`src/rtl/mem_pkg.sv`:
```
// rtl/mem_pkg.sv - shared widths and store buffer entry type for the MEM stage
package mem_pkg;

    localparam int DEFAULT_DEPTH  = 4;
    localparam int DEFAULT_ADDR_W = 9;
    localparam int DEFAULT_DATA_W = 16;

    typedef struct packed {
        logic [DEFAULT_ADDR_W-1:0] addr;
        logic [DEFAULT_DATA_W-1:0] data;
    } sb_entry_t;

endpackage

```
`src/rtl/sb_entry_array.sv`:
```
// rtl/sb_entry_array.sv - circular store queue with youngest-match address search
module sb_entry_array
    import mem_pkg::*;
#(
    parameter int DEPTH = DEFAULT_DEPTH
) (
    input  logic                      clk,
    input  logic                      reset,
    input  logic                      push,
    input  sb_entry_t                 push_entry,
    input  logic                      pop,
    output sb_entry_t                 head_entry,
    output logic [$clog2(DEPTH):0]    count,
    input  logic [DEFAULT_ADDR_W-1:0] lookup_addr,
    output logic                      hit,
    output logic [DEFAULT_DATA_W-1:0] hit_data
);

    localparam int PW = $clog2(DEPTH);

    sb_entry_t         entries [DEPTH];
    logic [PW-1:0]     head;
    logic [PW-1:0]     tail;

    // Entry payload needs no reset: only slots inside the head..tail window are ever read.
    always_ff @(posedge clk) begin
        if (push) begin
            entries[tail] <= push_entry;
        end
    end

    // Pointers wrap naturally because DEPTH is a power of two; count disambiguates full/empty.
    always_ff @(posedge clk or posedge reset) begin
        if (reset) begin
            head  <= '0;
            tail  <= '0;
            count <= '0;
        end else begin
            if (push) begin
                tail <= tail + 1'b1;
            end
            if (pop) begin
                head <= head + 1'b1;
            end
            if (push && !pop) begin
                count <= count + 1'b1;
            end else if (pop && !push) begin
                count <= count - 1'b1;
            end
        end
    end

    assign head_entry = entries[head];

    // Walk valid slots oldest to youngest so the last match seen is the youngest store.
    always_comb begin
        logic [PW-1:0] slot;
        hit      = 1'b0;
        hit_data = '0;
        slot     = head;
        for (int i = 0; i < DEPTH; i++) begin
            slot = head + PW'(i);
            if (i < int'(count) && entries[slot].addr == lookup_addr) begin
                hit      = 1'b1;
                hit_data = entries[slot].data;
            end
        end
    end

endmodule

```
`src/rtl/store_buffer.sv`:
```
// rtl/store_buffer.sv - MEM-stage store buffer with drain priority and load forwarding
module store_buffer
    import mem_pkg::*;
#(
    parameter int DEPTH  = DEFAULT_DEPTH,
    parameter int ADDR_W = DEFAULT_ADDR_W,
    parameter int DATA_W = DEFAULT_DATA_W
) (
    input  logic                     clk,
    input  logic                     reset,
    input  logic                     req_valid,
    input  logic                     req_we,
    input  logic [ADDR_W-1:0]        req_addr,
    input  logic [DATA_W-1:0]        req_wdata,
    output logic                     req_ready,
    input  logic                     flush,
    output logic                     rsp_valid,
    output logic [DATA_W-1:0]        rsp_data,
    output logic                     mem_we,
    output logic [ADDR_W-1:0]        mem_address,
    output logic [DATA_W-1:0]        mem_data_in,
    input  logic [DATA_W-1:0]        mem_data_out,
    output logic                     empty,
    output logic [$clog2(DEPTH):0]   count
);

    sb_entry_t   head_entry;
    sb_entry_t   push_entry;
    logic        full;
    logic        drain;
    logic        accept;
    logic        push;
    logic        load_acc;
    logic        hit;
    logic [DATA_W-1:0] hit_data;

    assign full  = (count == ($clog2(DEPTH)+1)'(DEPTH));
    assign empty = (count == '0);

    // Ready comes from registered occupancy only, so a full buffer never accepts in the drain cycle.
    assign req_ready = !full && !flush;
    assign accept    = req_valid && req_ready;
    assign push      = accept && req_we;
    assign load_acc  = accept && !req_we;

    // Full forces a drain; otherwise flush or an idle pipeline cycle lets the head retire.
    // None of these can coincide with an accepted request, so push and pop are exclusive.
    assign drain = !reset && (full || (!empty && (flush || !req_valid)));

    assign push_entry = '{addr: req_addr, data: req_wdata};

    sb_entry_array #(
        .DEPTH (DEPTH)
    ) u_entries (
        .clk         (clk),
        .reset       (reset),
        .push        (push),
        .push_entry  (push_entry),
        .pop         (drain),
        .head_entry  (head_entry),
        .count       (count),
        .lookup_addr (req_addr),
        .hit         (hit),
        .hit_data    (hit_data)
    );

    // Memory port: drains own the port; an accepted load borrows it for its read address.
    always_comb begin
        mem_we      = 1'b0;
        mem_address = '0;
        mem_data_in = '0;
        if (drain) begin
            mem_we      = 1'b1;
            mem_address = head_entry.addr;
            mem_data_in = head_entry.data;
        end else if (load_acc) begin
            mem_address = req_addr;
        end
    end

    // Load result is registered; buffered data shadows memory so pending stores look committed.
    always_ff @(posedge clk or posedge reset) begin
        if (reset) begin
            rsp_valid <= 1'b0;
            rsp_data  <= '0;
        end else begin
            rsp_valid <= load_acc;
            if (load_acc) begin
                rsp_data <= hit ? hit_data : mem_data_out;
            end
        end
    end

endmodule

```
`config.mk`:
```
export PLATFORM = sky130hd
export DESIGN_NAME = store_buffer
export DESIGN_NICKNAME = d
export VERILOG_FILES = /design/src/rtl/mem_pkg.sv /design/src/rtl/sb_entry_array.sv /design/src/rtl/store_buffer.sv
export SDC_FILE = /design/constraint.sdc
export NUM_CORES = 1
export LEC_CHECK = 0
export CORE_MARGIN = 2
export CORE_UTILIZATION = 55
export CTS_CLUSTER_SIZE = 10
export DETAILED_ROUTE_END_ITERATION = 10
export PLACE_DENSITY = 0.78
export SYNTH_ARGS = -nofsm -noshare
export SYNTH_HDL_FRONTEND = slang
export SYNTH_HIERARCHICAL = 1
export SYNTH_SLANG_ARGS = --single-unit
```
`constraint.sdc`:
```
create_clock -name clk -period 4.9 [get_ports clk]
set_input_delay 1.225 -clock clk [delete_from_list [all_inputs] [get_ports clk]]
set_output_delay 1.225 -clock clk [all_outputs]
set_load 0.005 [all_outputs]
```
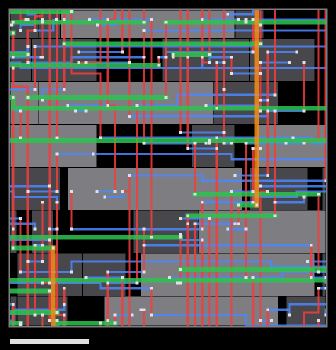
Run 1: close-up of the layout
Scale bar: 5 um. Region (52, 77) to (72, 97) um. Cells in grey, sequential cells in the stronger grey; small squares are vias.
Orange stands for met4. Red stands for met2. Blue stands for met1. Green stands for met3.
Netlist names of flops here include u_entries/entries (6), rsp_data (1). Sequential cells in the window: 7. Most frequent: mux2_2 (6), edfxtp_1 (6), nor3_1 (2). 23 logic cells have their middle in the window.

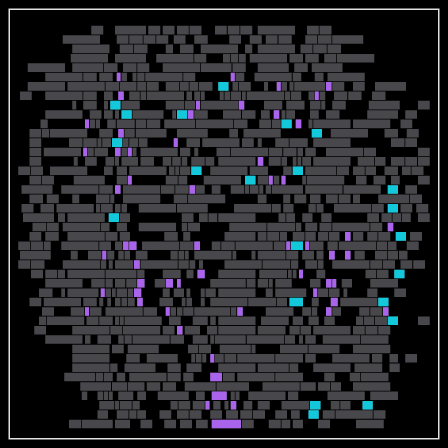
Run 1: gate-type map
Purple stands for NOR gates, cells 58, most used nor3_1. Cyan stands for AND-OR and OR-AND gates, cells 22, most used o22a_1, where widely spread.
final std cells w/o fill: 937
dominant logic cell type in the layout: edfxtp_1
Comb area share: 0.416

==> impl_metrics.env, run 1 <==
# physical design summary
export IMPL_status="finished clean"
export IMPL_layout_drive_gt1_share=0.227
export IMPL_fin_util=0.686
export IMPL_endpoint_kind="primary output"
export IMPL_netlist_top_cells_area="edfxtp_1 38%, mux2_2 11%, dfrtp_1 7.6%"
export IMPL_ys_cells=654
export IMPL_p_leak_uw=0.00337
export IMPL_cts_tree="built"
export IMPL_overflow=0
export IMPL_ys_chip_area_um2=7940
export IMPL_antenna_left=0
export IMPL_post_synth_top_count_cell="edfxtp_1"
export IMPL_lay_top_cells="100 x edfxtp_1, 93 x clkdlybuf4s50_1, 76 x mux2_2"
export IMPL_finalClockPeriodUsage=0.901
export IMPL_logic_family="multiplexers"
export IMPL_grt_pass1_wl_um=32500
export IMPL_htreeDepth=4
export IMPL_diodes=0
export IMPL_synthXorXnorAreaFrac=0.0507
export IMPL_worstPathRequired_ns=3.67
export IMPL_dr_pass1_iters=6
export IMPL_r2r_start="u_entries/head[1]"
export IMPL_path_cells="clkdlybuf4s50_1, nor4b_4, a22o_1, clkdlybuf4s50_1"
export IMPL_period_needed_ns=4.42
export IMPL_drv_slew=0
export IMPL_die_area_um2=15400
export IMPL_gp_congestion=0.874
export IMPL_nets=798
export IMPL_ys_warn_count=6
export IMPL_core_area_um2=14000
export IMPL_max_vdd_ir_drop_uv=310
export IMPL_ctsResizeCount=0
export IMPL_cp_arrival_ns=3.19
export IMPL_hold_path_class="flip-flop to flip-flop"
export IMPL_skew_ns=0.0116
export IMPL_wl_met3_um=1810
export IMPL_timing_worst_setup_path_type="input pin to primary output"
export IMPL_fin_tns_setup_ns=0
export IMPL_antenna_found_initial=0
export IMPL_slew_headroom=0.360
export IMPL_worstSetupStartpoint="flush"
export IMPL_cts_setup_buffers=0
export IMPL_cts_root_buffer="clkbuf_16"
export IMPL_cp_max_fo=11
export IMPL_clk_pin_slew_worst_paths_ns=0.05
export IMPL_final_hold_violation_count=0
export IMPL_area_growth_syn_to_layout_pct=20.8
export IMPL_synthDominantCellAreaShare=0.378
export IMPL_synth_seq_share=0.454
export IMPL_clock_latency_ns=0.42
export IMPL_postCtsHoldBufs=0
export IMPL_drc=0
export IMPL_cp_common_cell="clkdlybuf4s50_1"
export IMPL_largest_area_cell="edfxtp_1"
export IMPL_crit_path_start_kind="input pin"
export IMPL_grt_pass1_vias=6142
export IMPL_maxCapViolCount=0
export IMPL_cpMaxStageDelayCell="nor4b_4"
export IMPL_synth_nets=708
export IMPL_avgRoutedWirePerCell_um=22.4
export IMPL_worst_pin_slew_ns=0.959
export IMPL_synthDistinctLibCells=49
export IMPL_rsz0062_at_grt="false"
export IMPL_drt_iter0_drc=659
export IMPL_routed_wl_met2_um=10300
export IMPL_wl_met1_um=8340
export IMPL_ff_type="edfxtp_1"
export IMPL_ys_sh_aoi=0.114
export IMPL_num_vias=6146
export IMPL_synth_cells=654
export IMPL_min_from="rsp_data[6]"
export IMPL_dieWidth_um=124
export IMPL_cts_buffer_depth=2
export IMPL_synth_area_um2=7940
export IMPL_grtUsageTotal=0.284
export IMPL_highest_layer="met4"
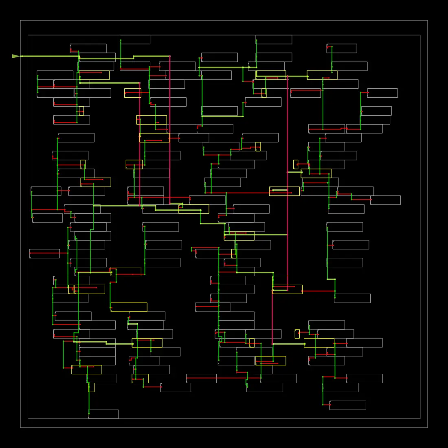
Run 1: clock wiring as the flow saved it
total CTS buffers: 17
P_clk: 1170 uW
Seq cells: 124
Clock Buffer Count: 30

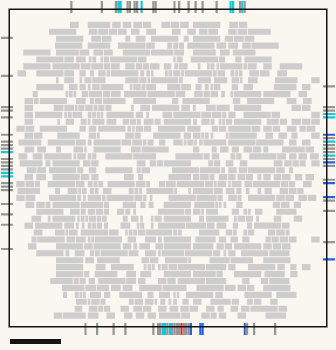
Run 1: pin placement
Scale bar: 20 um. Pins as bars across the die edge, other pins in grey.
Cyan stands for mem_data_out, pins 16, direction input, edge 6 top, 4 right, 3 left, 3 bottom. Blue stands for req_addr, pins 9, direction input, edge 5 right, 4 bottom. Red stands for reset, pins 1, direction input, edge bottom.
All pins by edge: 26 bottom, 23 left, 23 top, 22 right.
port bufs: 93
die height: 124 um

==> run 1: stage by stage <==
stage	std cells	area [um2]	worst slack [ns]	hold slack [ns]	power, uW
2_1_floorplan	654	7940	0.848	0.494	3000
3_3_place_gp	905	9040	0.517	0.489	3620
3_5_place_dp	905	9040	0.461	0.499	3680
4_1_cts	937	9590	0.459	0.514	4870
5_1_grt	937	9590	0.350	0.531	5120
6_report	937	9590	0.483	0.509	4880
==> run 1: report_power, final <==
part | total [uW] | switching (uW) | internal, uW | leakage, uW
registers | 1480 | 200 | 1280 | 0.00119
logic | 2230 | 1100 | 1130 | 0.00192
clock network | 1170 | 419 | 751 | 0.000267
total | 4880 | 1720 | 3160 | 0.00337
==> run 1: worst max-delay path: cells and delay by family <==
kind / cells / cell delay, ns
simple gates: 1 / 0.72
compound gates: 1 / 0.25
buf+inv: 2 / 0.99
==> run 1: cell type report <==
type	instances	area, um2
clock inverters	2	35.0
inverters	9	33.8
repair buffers	127	1190
fillers	1009	4390
flip-flops and latches	124	3610
multi-input cells	465	3990
well taps	180	225
clock buffers	30	514
==> run 1: path summary, 6_finish.rpt <==
check	end	slack, ns	cells past startpoint
setup / recovery	mem_address[1]	0.48	4
hold / removal	rsp_data[6]	0.51	1
setup reg to reg	rsp_data[4]	0.91	11
hold reg to reg	rsp_data[6]	0.51	1
max in group asynchronous	rsp_data[7]	2.86	2
min in group asynchronous	u_entries/head[0]	1.18	2
==> run 1: sequential cells by signal, summed over array words and instances, names as in the netlist <==
| name | cells |
|---|---|
| rsp_data | 16 |
| u_entries/tail | 2 |
| rsp_valid | 1 |
| u_entries/count | 3 |
| u_entries/head | 2 |
| u_entries/entries | 100 |
==> run 1: metal layers <==
layer	global-route usage	up-vias
met5	0	-
met4	0.123	0
met1	0.367	3029
met3	0.0554	59
li1	-	2709
met2	0.468	349
Run 1, wiring heat map:
25 x 25 tiles, from white (low) to dark blue (high), scaled to the fullest tile. Values are wire area over tile area, all layers added.
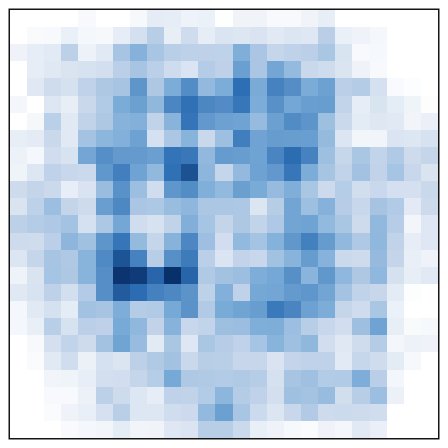

## Run 2: what changed since run 1
--- a/config.mk
+++ b/config.mk
@@ -9,7 +9,7 @@
 export CORE_UTILIZATION = 55
 export CTS_CLUSTER_SIZE = 10
 export DETAILED_ROUTE_END_ITERATION = 10
-export PLACE_DENSITY = 0.78
+export PLACE_DENSITY = 0.79
 export SYNTH_ARGS = -nofsm -noshare
 export SYNTH_HDL_FRONTEND = slang
 export SYNTH_HIERARCHICAL = 1
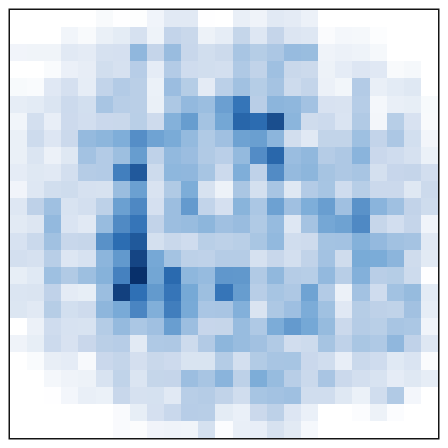
Run 2: wiring heat map
25 x 25 tiles, from white (low) to dark blue (high), scaled to the fullest tile. Values are wire area over tile area, all layers added.
The mean over all tiles is 0.22. The fullest tile reaches 0.86. 8.8% of the tiles are over half the peak. 11% of the tiles are nearly empty.
wire per inst: 22.4 um
routed wire length: 20,900 um

==> run 2 against run 1 <==
Against the previous run:
- cell area increased by 0.30%
- critical path type unchanged
- power grew 2.8%
- via count fell by 2.6%
- clock-buffer cell count decreased by 11
==> impl_metrics.env, run 2 <==
# physical design summary
export IMPL_cts_tree="built"
export IMPL_cp_max_fo=26
export IMPL_worstSetupPathDepth=5
export IMPL_reg_top3="u_entries/entries x100, rsp_data x16, u_entries/count x3"
export IMPL_die_y_um=124
export IMPL_drc=0
export IMPL_cp_arrival_ns=3.20
export IMPL_synth_area_um2=7940
export IMPL_nets=793
export IMPL_top_register="u_entries/entries"
export IMPL_grt_pass1_wl_um=32500
export IMPL_layout_drive_gt1_share=0.233
export IMPL_num_vias=5985
export IMPL_status="finished clean"
export IMPL_fin_ws_ns=0.473
export IMPL_antenna_found_initial=0
export IMPL_die_area_um2=15400
export IMPL_grt_pass1_vias=5927
export IMPL_worst_pin_slew_ns=1.19
export IMPL_drv_slew=0
export IMPL_synthDistinctLibCells=49
export IMPL_dr_pass1_iters=5
export IMPL_r2r_end="rsp_data[2]"
export IMPL_lay_top_cells="100 x edfxtp_1, 93 x clkdlybuf4s50_1, 76 x mux2_2"
export IMPL_finalClockPeriodUsage=0.903
export IMPL_netlist_top_cells_area="edfxtp_1 38%, mux2_2 11%, dfrtp_1 7.6%"
export IMPL_clock_latency_ns=0.43
export IMPL_htreeDepth=4
export IMPL_maxCapViolCount=0
export IMPL_rsz0062_at_grt="false"
export IMPL_postCtsHoldBufs=0
export IMPL_cpMaxStageDelayCell="clkdlybuf4s50_1"
export IMPL_cts_setup_buffers=0
export IMPL_synthDominantCellAreaShare=0.378
export IMPL_dieWidth_um=124
export IMPL_final_hold_violation_count=0
export IMPL_drt_iter0_drc=685
export IMPL_post_synth_top_count_cell="edfxtp_1"
export IMPL_core_area_um2=14000
export IMPL_endpoint_kind="primary output"
export IMPL_r2r_start="u_entries/head[1]"
export IMPL_gp_congestion=0.939
export IMPL_ys_chip_area_um2=7940
export IMPL_fin_total_pwr_uw=5010
export IMPL_place_ws_ns=0.479
export IMPL_hold_path_class="flip-flop to flip-flop"
export IMPL_ys_cells=654
export IMPL_synth_seq_share=0.454
export IMPL_area_growth_syn_to_layout_pct=21.2
export IMPL_cp_common_cell="clkdlybuf4s50_1"
export IMPL_crit_family="buffers and inverters"
export IMPL_numPortBuffers=93
export IMPL_p_leak_uw=0.00337
export IMPL_min_from="rsp_data[14]"
export IMPL_path_buffers=3
export IMPL_period_needed_ns=4.43
export IMPL_grtUsageTotal=0.284
export IMPL_fin_util=0.688
export IMPL_whs_path_depth=1
export IMPL_synth_nets=708
export IMPL_timing_worst_setup_path_type="input pin to primary output"
[run 2: per-stage QoR]
step | instance area, um2 | std cells
after floorplan | 7940 | 654
after global placement | 9010 | 900
after detailed placement | 9010 | 900
after CTS | 9620 | 932
after global routing | 9620 | 932
final | 9620 | 932
[run 2: where the power goes]
group          switching, uW  total [uW]  internal (uW)
clock network            444        1300            856
registers                229        1510           1280
logic                   1080        2200           1120
total                   1760        5010           3260
[run 2: how the worst max path moves through the flow]
stage | startpoint | to
4_1_cts | flush | mem_address[5]
3_5_place_dp | flush | mem_address[5]
5_1_grt | flush | mem_address[7]
3_3_place_gp | flush | mem_address[5]
6_report | flush | mem_address[5]
2_1_floorplan | req_addr[6] | rsp_data[10]
[run 2: routing by layer]
metal / up-vias / global-route usage / wire length [um]
li1: 2693 / - / -
met1: 2935 / 0.357 / 8520
met2: 302 / 0.476 / 10400
met3: 55 / 0.0577 / 1410
met4: 0 / 0.121 / 552
met5: - / 0 / 0
[run 2: cells by family (layout without fill, tap and decap cells)]
logic type      count (synthesis)  in the layout  synth area share
fa+ha+maj                       8              8            0.0126
flops                         124            124             0.454
mux                           145            145             0.224
simple gates                  157            157             0.101
xor+xnor                       46             46            0.0507
compound gates                109            109             0.114
buf+inv                        65            163            0.0440
[run 2: cell type report]
type	count	area (um2)
Tap cell	180	225
Clock buffer	19	443
Inverter	9	33.8
Clock inverter	13	173
Timing Repair Buffer	122	1150
Sequential cell	124	3610
Fill cell	1032	4370
Multi-Input combinational cell	465	3990
Run 2, pin placement:
Scale bar: 20 um. Pins as bars across the die edge, other pins in grey.
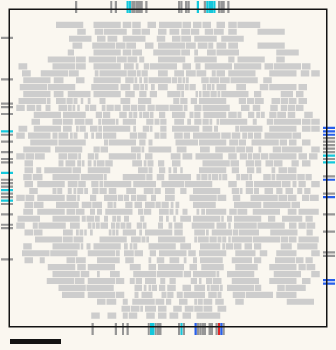

## Run 3: what changed since run 2
--- a/config.mk
+++ b/config.mk
@@ -12,5 +12,4 @@
 export PLACE_DENSITY = 0.79
 export SYNTH_ARGS = -nofsm -noshare
 export SYNTH_HDL_FRONTEND = slang
-export SYNTH_HIERARCHICAL = 1
 export SYNTH_SLANG_ARGS = --single-unit
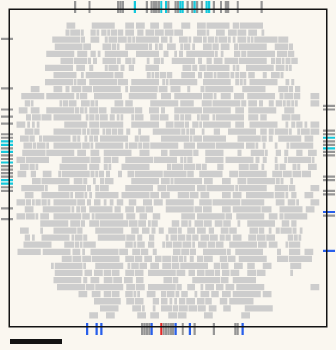
Run 3: pin placement
Scale bar: 20 um. Pins as bars across the die edge, other pins in grey.
die height: 122 um
Die W: 122 um

==> run 3 against run 2 <==
Against the previous run:
- core utilization rose by 0.82 points
- combinational power about the same
- first-iteration DRC count decreased by 33%
- critical endpoint is now mem_address[6]
==> impl_metrics.env, run 3 <==
# physical design summary
export IMPL_status="finished clean"
export IMPL_antenna_found_initial=0
export IMPL_largest_area_cell="edfxtp_1"
export IMPL_adder_share=0.0165
export IMPL_ys_flops=124
export IMPL_crit_family="buffers and inverters"
export IMPL_timing_worst_setup_path_type="input pin to primary output"
export IMPL_htreeDepth=4
export IMPL_core_area_um2=13300
export IMPL_synthXorXnorAreaFrac=0.0507
export IMPL_num_vias=6153
export IMPL_cts_setup_buffers=0
export IMPL_nets=840
export IMPL_worstPathRequired_ns=3.67
export IMPL_clk_pin_slew_worst_paths_ns=0.05
export IMPL_ys_warn_count=0
export IMPL_place_ws_ns=0.328
export IMPL_largest_reg_flops=100
export IMPL_grt_pass1_wl_um=32600
export IMPL_synthTopCellsByCount="100 x edfxtp_1, 87 x mux2i_1, 79 x nor2_1, 37 x nand2_1, 36 x a21oi_1"
export IMPL_postCtsHoldBufs=0
export IMPL_holdWs_ns=0.538
export IMPL_p_leak_uw=0.00346
export IMPL_dp_hpwl_um=13400
export IMPL_slowest_delay_ns=0.47
export IMPL_avgRoutedWirePerCell_um=21.3
export IMPL_ys_chip_area_um2=7600
export IMPL_warnings=32
export IMPL_synth_seq_share=0.474
export IMPL_met3_usage=0.0599
export IMPL_final_hold_violation_count=0
export IMPL_grt_pass1_vias=6256
export IMPL_synth_nets=765
export IMPL_synth_simple_area_share=0.106
export IMPL_post_synth_top_count_cell="edfxtp_1"
export IMPL_cts_made_buffers=17
export IMPL_skew_ns=0.00765
export IMPL_highest_layer="met4"
export IMPL_top_register="u_entries.entries"
export IMPL_timing_fmax_ghz=0.218
export IMPL_dr_pass1_iters=5
export IMPL_mux_area_frac=0.163
export IMPL_numPortBuffers=93
export IMPL_finalSetupViolations=0
export IMPL_fin_ws_ns=0.308
export IMPL_busiest_layer="met2"
export IMPL_logic_family="multiplexers"
export IMPL_synth_edff_count=100
export IMPL_seq_area_um2=3610
export IMPL_avgSynthCellArea_um2=10.7
export IMPL_clock_latency_ns=0.41
export IMPL_grt_max_degree=97
export IMPL_initial_utilization=0.570
export IMPL_ff_type="edfxtp_1"
export IMPL_num_rows=42
export IMPL_fin_util=0.696
export IMPL_worst_pin_slew_ns=0.960
export IMPL_mi_logic_area_um2=3640
export IMPL_wl_met1_um=8220
export IMPL_fin_total_pwr_uw=4860
export IMPL_cp_arrival_ns=3.37
export IMPL_synthArstFlopShare=0.194
export IMPL_path_buffers=4
export IMPL_slew_headroom=0.360
export IMPL_reg_top3="u_entries.entries x100, rsp_data x16, u_entries.count x3"
export IMPL_cpMaxStageDelayCell="clkdlybuf4s50_1"
export IMPL_path_cells="clkdlybuf4s50_1, nor3b_1, or3_1, inv_1, nor3_1, buf_4, a22o_1, clkdlybuf4s50_1"
export IMPL_cp_max_fo=9
export IMPL_diodes=0
export IMPL_wl_met3_um=1540
export IMPL_routed_wl_met2_um=10300
export IMPL_hold_path_class="flip-flop to flip-flop"
export IMPL_drc=0
export IMPL_overflow=0
export IMPL_ys_cells=709
export IMPL_grt_use_met2=0.496
export IMPL_synth_cells=709
export IMPL_lay_top_cells="100 x edfxtp_1, 93 x clkdlybuf4s50_1, 87 x mux2i_1"
export IMPL_die_area_um2=14800
export IMPL_routed_wl_um=20700
export IMPL_layout_drive_gt1_share=0.143
export IMPL_synth_area_um2=7600
export IMPL_netlist_top_cells_area="edfxtp_1 39%, mux2i_1 11%, dfrtp_1 7.9%"
export IMPL_synthDistinctLibCells=48
export IMPL_fin_cells=973
export IMPL_drv_slew=0
export IMPL_grt_use_met1=0.359
export IMPL_cts_sinks=124
export IMPL_cts_buffer_depth=2
export IMPL_synthDominantCellAreaShare=0.395
export IMPL_fillers=985
export IMPL_max_vdd_ir_drop_uv=325
export IMPL_gp_congestion=0.898
export IMPL_cts_tree="built"
export IMPL_dp_cells=941
export IMPL_rsz0062_at_grt="false"
export IMPL_stdcell_area_um2=9290
export IMPL_maxCapViolCount=0
export IMPL_mostFrequentLayoutCell="edfxtp_1"
export IMPL_ctsResizeCount=0
export IMPL_grtUsageTotal=0.292
export IMPL_io_pins=94
export IMPL_cts_root_buffer="clkbuf_16"
export IMPL_endpoint_kind="primary output"
export IMPL_cp_common_cell="clkdlybuf4s50_1"
export IMPL_area_growth_syn_to_layout_pct=22.2
export IMPL_reg2reg_slack_ns=0.88
export IMPL_finalClockPeriodUsage=0.937
export IMPL_drt_iter0_drc=462
export IMPL_place_area_um2=8710
export IMPL_crit_path_start_kind="input pin"
export IMPL_powerDensity_nw_per_um2=523
export IMPL_antenna_left=0
export IMPL_fin_tns_setup_ns=0
export IMPL_drt_vias_per_instance=6.32
export IMPL_period_needed_ns=4.59
export IMPL_ys_sh_aoi=0.141
## run 3: cell count changes after synthesis, moves of 18 or more
| cell | change |
|---|---|
| mux4_2 | -18 |
| nor3_1 | -20 |
| mux2_2 | -43 |
| mux2i_1 | +37 |
| o21ai_0 | +32 |
| nand3_1 | -21 |
| nor2_1 | +55 |
## run 3: power breakdown
part	switching, uW	internal [uW]
clock	422	798
combinational	1170	1030
sequential	173	1270
total	1760	3100
## run 3: area by class of cell
cell class	count	area share
clock buffer	25	0.0533
clock inverter	7	0.00943
inverter	25	0.0102
multi-input combinational	501	0.392
sequential	124	0.388
tap	176	0.0237
timing repair buffer	115	0.123
## run 3: kinds of logic (layout without fill, tap and decap cells)
family          after synthesis  after routing
simple gates                174            174
compound gates              153            153
flops                       124            124
mux                         120            120
buf+inv                      84            172
xor+xnor                     44             44
fa+ha+maj                    10             10
## run 3: worst register-to-register path, stage by stage, from the launching register on
cell,delay [ns]
dfrtp_4,0.65
buf_4,0.40
mux2i_1,0.38
xor2_1,0.18
nor2_1,0.06
a2111oi_0,0.80
o21a_1,0.23
buf_4,0.42
a2111oi_0,0.17
o32ai_1,0.46
a31oi_1,0.15
## run 3: path summary, 6_finish.rpt
| kind | startpoint | endpoint | depth (start not counted) |
|---|---|---|---|
| worst max-delay path | req_valid | mem_address[6] | 8 |
| max in group asynchronous | reset | u_entries.head[1] | 3 |
| min in group asynchronous | reset | rsp_data[3] | 3 |
| worst min register to register | rsp_data[14] | rsp_data[14] | 2 |
| worst max register to register | u_entries.head[1] | rsp_data[4] | 10 |
| worst min-delay path | rsp_data[14] | rsp_data[14] | 2 |
Power is estimated from default activity; no workload was simulated.
